===== src/rtl/flash_sample_reader.sv =====
// Streams 16-bit audio samples from a flash song image over Avalon-MM, two samples per fetched word.
// Build option FLASH_WRAP_EN: wrap around at the song ends instead of stopping there.
module flash_sample_reader #(
  parameter int unsigned       ADDR_W     = 23,
  parameter logic [ADDR_W-1:0] START_ADDR = 23'h000000,
  parameter logic [ADDR_W-1:0] END_ADDR   = 23'h07FFFF
) (
  input  logic              clk,
  input  logic              rst_n,
  input  logic              start_read,
  input  logic              dir,
  input  logic              restart,
  input  logic              sample_tick,
  output logic              flash_read,
  output logic [ADDR_W-1:0] flash_address,
  input  logic              flash_waitrequest,
  input  logic [31:0]       flash_readdata,
  input  logic              flash_readdatavalid,
  output logic [15:0]       audio_sample,
  output logic              dataReady,
  output logic              readFinish
);

  typedef enum logic [2:0] {
    IDLE       = 3'd0,
    REQ        = 3'd1,
    WAIT_VALID = 3'd2,
    EMIT1      = 3'd3,
    HOLD       = 3'd4,
    EMIT2      = 3'd5,
    ADVANCE    = 3'd6,
    RESTART    = 3'd7
  } state_t;

  localparam logic [ADDR_W-1:0] ADDR_ONE = {{(ADDR_W-1){1'b0}}, 1'b1};

  state_t            state_r;
  logic [ADDR_W-1:0] addr_r;
  logic [31:0]       word_r;
  logic              dir_lat_r;
  logic              pending_restart_r;
  logic              stopped_r;

  // The address register drives the bus directly; it only moves outside REQ.
  assign flash_address = addr_r;

  // Playback state machine with registered bus and audio outputs.
  always_ff @(posedge clk or negedge rst_n) begin
    if (!rst_n) begin
      state_r           <= IDLE;
      addr_r            <= START_ADDR;
      word_r            <= 32'h0000_0000;
      dir_lat_r         <= 1'b0;
      pending_restart_r <= 1'b0;
      stopped_r         <= 1'b0;
      flash_read        <= 1'b0;
      audio_sample      <= 16'h0000;
      dataReady         <= 1'b0;
      readFinish        <= 1'b0;
    end else begin
      dataReady  <= 1'b0;
      readFinish <= 1'b0;
      case (state_r)
        IDLE: begin
          if (restart) begin
            state_r    <= RESTART;
            addr_r     <= dir ? END_ADDR : START_ADDR;
            readFinish <= 1'b1;
            stopped_r  <= 1'b0;
          end else if (start_read && sample_tick && !stopped_r) begin
            dir_lat_r  <= dir;
            flash_read <= 1'b1;
            state_r    <= REQ;
          end else begin
            state_r <= IDLE;
          end
        end
        REQ: begin
          // A restart here is deferred until the read has completed.
          pending_restart_r <= pending_restart_r | restart;
          if (!flash_waitrequest) begin
            flash_read <= 1'b0;
            state_r    <= WAIT_VALID;
          end else begin
            state_r <= REQ;
          end
        end
        WAIT_VALID: begin
          if (flash_readdatavalid) begin
            word_r <= flash_readdata;
            if (pending_restart_r || restart) begin
              state_r    <= RESTART;
              addr_r     <= dir ? END_ADDR : START_ADDR;
              readFinish <= 1'b1;
              stopped_r  <= 1'b0;
            end else begin
              audio_sample <= dir_lat_r ? flash_readdata[31:16] : flash_readdata[15:0];
              dataReady    <= 1'b1;
              state_r      <= EMIT1;
            end
          end else begin
            pending_restart_r <= pending_restart_r | restart;
          end
        end
        EMIT1: begin
          state_r <= HOLD;
        end
        HOLD: begin
          if (restart) begin
            state_r    <= RESTART;
            addr_r     <= dir ? END_ADDR : START_ADDR;
            readFinish <= 1'b1;
            stopped_r  <= 1'b0;
          end else if (start_read && sample_tick) begin
            audio_sample <= dir_lat_r ? word_r[15:0] : word_r[31:16];
            dataReady    <= 1'b1;
            state_r      <= EMIT2;
          end else begin
            state_r <= HOLD;
          end
        end
        EMIT2: begin
          state_r <= ADVANCE;
        end
        ADVANCE: begin
`ifdef FLASH_WRAP_EN
          if (dir_lat_r) begin
            addr_r <= (addr_r == START_ADDR) ? END_ADDR : addr_r - ADDR_ONE;
          end else begin
            addr_r <= (addr_r == END_ADDR) ? START_ADDR : addr_r + ADDR_ONE;
          end
`else
          // Hitting a song end parks the address and blocks playback until a restart.
          if (dir_lat_r && (addr_r == START_ADDR)) begin
            stopped_r <= 1'b1;
          end else if (!dir_lat_r && (addr_r == END_ADDR)) begin
            stopped_r <= 1'b1;
          end else if (dir_lat_r) begin
            addr_r <= addr_r - ADDR_ONE;
          end else begin
            addr_r <= addr_r + ADDR_ONE;
          end
`endif
          state_r <= IDLE;
        end
        RESTART: begin
          pending_restart_r <= 1'b0;
          state_r           <= IDLE;
        end
        default: begin
          flash_read <= 1'b0;
          state_r    <= IDLE;
        end
      endcase
    end
  end

endmodule

===== config.mk =====
export PLATFORM = sky130hd
export DESIGN_NAME = flash_sample_reader
export DESIGN_NICKNAME = d
export VERILOG_FILES = /design/src/rtl/flash_sample_reader.sv
export SDC_FILE = /design/constraint.sdc
export NUM_CORES = 1
export LEC_CHECK = 0
export CAP_MARGIN = 10
export CORE_MARGIN = 2
export CORE_UTILIZATION = 59
export CTS_BUF_LIST = sky130_fd_sc_hd__clkbuf_8
export DETAILED_ROUTE_END_ITERATION = 7
export PLACE_DENSITY = 0.88
export SLEW_MARGIN = 25
export SYNTH_ARGS = -nofsm -noshare
export SYNTH_HDL_FRONTEND = slang
export SYNTH_SLANG_ARGS = --single-unit

===== constraint.sdc =====
create_clock -name clk -period 4 [get_ports clk]
set_input_delay 0.6 -clock clk [delete_from_list [all_inputs] [get_ports clk]]
set_output_delay 0.6 -clock clk [all_outputs]
set_load 0.1 [all_outputs]

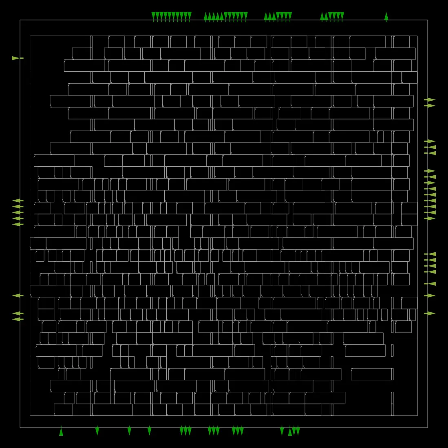
(images/placed.png)
Core Util, Final: 75.2%
Rows: 32

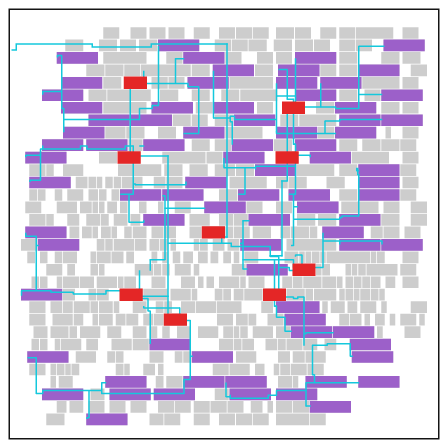
(images/clock_wires.png)
- cyan: clock wires (length 996 um)
- red: clock-net drivers (count 9)
- purple: flip-flops (count 80)
- routed clock nets: 10
- flops lie: all over the die
clock latency on the worst-skew pair: 0.36 ns
clk_skew: 0.00981 ns

==> out/metrics.yaml <==
die_h_um: 93.4
ys_seq_share_pct: 42.4
dr_total_vias: 3788
synth_nets: 472
drtAntennaViolNets: 0
arrival_ns: 3.15
min_period_ns: 2.88
antenna_found_initial: 0
grt_use_total_pct: 28.7
fa_ha_area_share_pct: 5.99
io_pins: 82
cp_max_fo: 27
drive_above_1_share_pct: 18.6
ctsResizeCount: 0
tns_ns: 0
core_um2: 7730
cts-hold-fix-buffers: 0
required_ns: 4.28
initCoreUtil_pct: 61.0
synth_stat.cells: 410
die_area_um2: 8730
ys_types: 55
rsz0062_at_grt: "false"
setup_viol: 0
mux_area_share_pct: 20.1
cts_sinks: 80
numCtsBuffers: 9
gp_congestion: 0.966
regArea_um2: 2000
fmax_mhz: 348
areaGrowthSynthToFinish_pct: 23.3
path_class: "reg2reg"
cts_tree: "done"
root_buffer: "clkbuf_8"
final-max-slew-violation-count: 0
clock_path_buffers: 2
yosys-stat-area_um2: 4720
edf_count: 0
synth_flops: 80
synth_area_per_cell_um2: 11.5
final_nets: 546
h-tree-depth: 3
status: "complete, no violations"
final_area_um2: 5810
drt_iter0_markers: 234
end_kind: "flip-flop"
grt_start_max_net_pins: 81
clk_pin_slew_ns: 0.09
synth_area_um2: 4720
grt_overflow_total: 0
warning_count: 26
crit_path_frequent_cell: "o21ai_0"
yosysWarnings: 0
post_dp_cell_area_um2: 5580
postCtsSetupBuffers: 0
logic_area_um2: 2570
detail_route.first_pass.iterations: 5
simple_gate_share_pct: 9.31
worst_pin_slew_ns: 1.01
hold_violations: 0
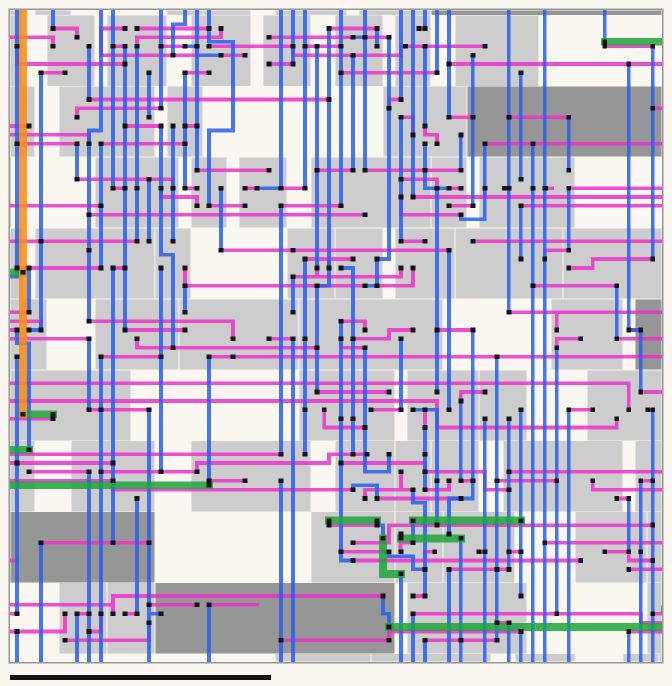
(images/closeup.png)
The bar under the picture is 10 um long. Region (34, 16) to (59, 41) um. Cells in grey, sequential cells in the stronger grey; small squares are vias.
- orange: M4
- green: M3
- blue: M2
- magenta: M1
- sequential cells in the window: 3
- netlist names of flops here include: flash_address (3)
- most frequent: a21oi_1 (9), ha_1 (6), xnor2_1 (4)
- cells with their middle in the window: 51

==> through the flow <==
stage,hold slack [ns],std cells,setup WS [ns]
2_1_floorplan,0.304,410,1.13
3_3_place_gp,0.480,575,1.12
3_5_place_dp,0.489,575,0.991
4_1_cts,0.440,591,1.16
5_1_grt,0.328,591,0.936
6_report,0.270,591,1.12
==> cell type report <==
class,count,share of cell area [%]
multi-input cells,298,44.3
flip-flops and latches,80,34.5
repair buffers,85,14.5
well taps,102,2.19
clock buffers,9,2.13
clock inverters,7,1.83
inverters,10,0.646
==> synthesized netlist by cell type, types with 5 or more instances <==
cell type	n	area share, %
clkbuf_1	14	1.1
mux2_2	50	12
xnor2_1	13	2.4
mux4_1	7	3.9
xor2_1	7	1.3
nand2_1	21	1.7
dfrtp_1	80	42
o21ai_0	24	2.5
a221o_1	10	2.1
a21o_1	8	1.3
inv_1	10	0.80
ha_1	21	5.6
mux4_2	9	4.3
a21oi_1	31	3.3
nand4_1	10	1.3
nor2_1	18	1.4
or4_1	5	0.80
nand3_1	8	0.85
==> critical path, delay by kind of cell (launching register included) <==
family	cells	cell delay, ns
AND-OR/OR-AND	6	1.56
XOR/XNOR	1	0.14
adder cells (fa/ha/maj)	1	0.34
flip-flops	1	0.75
==> registers in the layout, indices dropped and copies added (netlist names) <==
register	count
word_r	32
flash_address	23
audio_sample	16
state_r	3
dataReady	1
dir_lat_r	1
flash_read	1
pending_restart_r	1
readFinish	1
stopped_r	1
==> metal layers <==
layer  part of all wire [%]  up-vias  track usage, %
met5                      0        -               0
met4                    2.2        0            11.8
met3                    4.4       25            3.71
met2                     53      139            49.2
met1                     41     1900            36.8
li1                       -     1724               -
==> logic make-up (layout without fill, tap and decap cells) <==
group | count (synthesis) | count (layout)
xor gates and xnor gates | 20 | 20
AOI/OAI and AO/OA | 107 | 107
muxes | 66 | 66
adders and majority gates | 22 | 22
and+or+nand+nor | 83 | 83
buffers and inverters | 32 | 111
DFF | 80 | 80
==> worst paths after layout <==
check | from | slack [ns] | end
setup reg to reg | dir_lat_r$_DFFE_PN0P_ | 1.12 | flash_address[21]$_DFFE_PN0P_
hold / removal | rst_n | 0.27 | flash_address[19]$_DFFE_PN0P_
setup / recovery | dir_lat_r$_DFFE_PN0P_ | 1.12 | flash_address[21]$_DFFE_PN0P_
min in group clk | word_r[6]$_DFFE_PN0P_ | 0.51 | word_r[6]$_DFFE_PN0P_
hold reg to reg | word_r[6]$_DFFE_PN0P_ | 0.51 | word_r[6]$_DFFE_PN0P_
max in group asynchronous | rst_n | 3.21 | dir_lat_r$_DFFE_PN0P_
==> placed cells by master, fill, tap and decap left out, types with 3 or more instances in the layout <==
cell type	instances
dfrtp_1	79
mux2_2	50
nor2_1	18
a31oi_1	3
inv_6	4
mux4_1	7
mux4_2	9
clkdlybuf4s50_1	80
a21o_1	8
nand2_1	21
o21ai_0	24
inv_1	10
xor2_1	7
o21bai_1	3
ha_1	21
or4_1	5
nand3_1	8
o31ai_1	4
buf_4	4
clkbuf_8	9
nand4_1	10
a221oi_1	4
nor2b_1	3
nor4_1	3
a21oi_1	31
nor3_1	3
a221o_1	10
xnor2_1	13
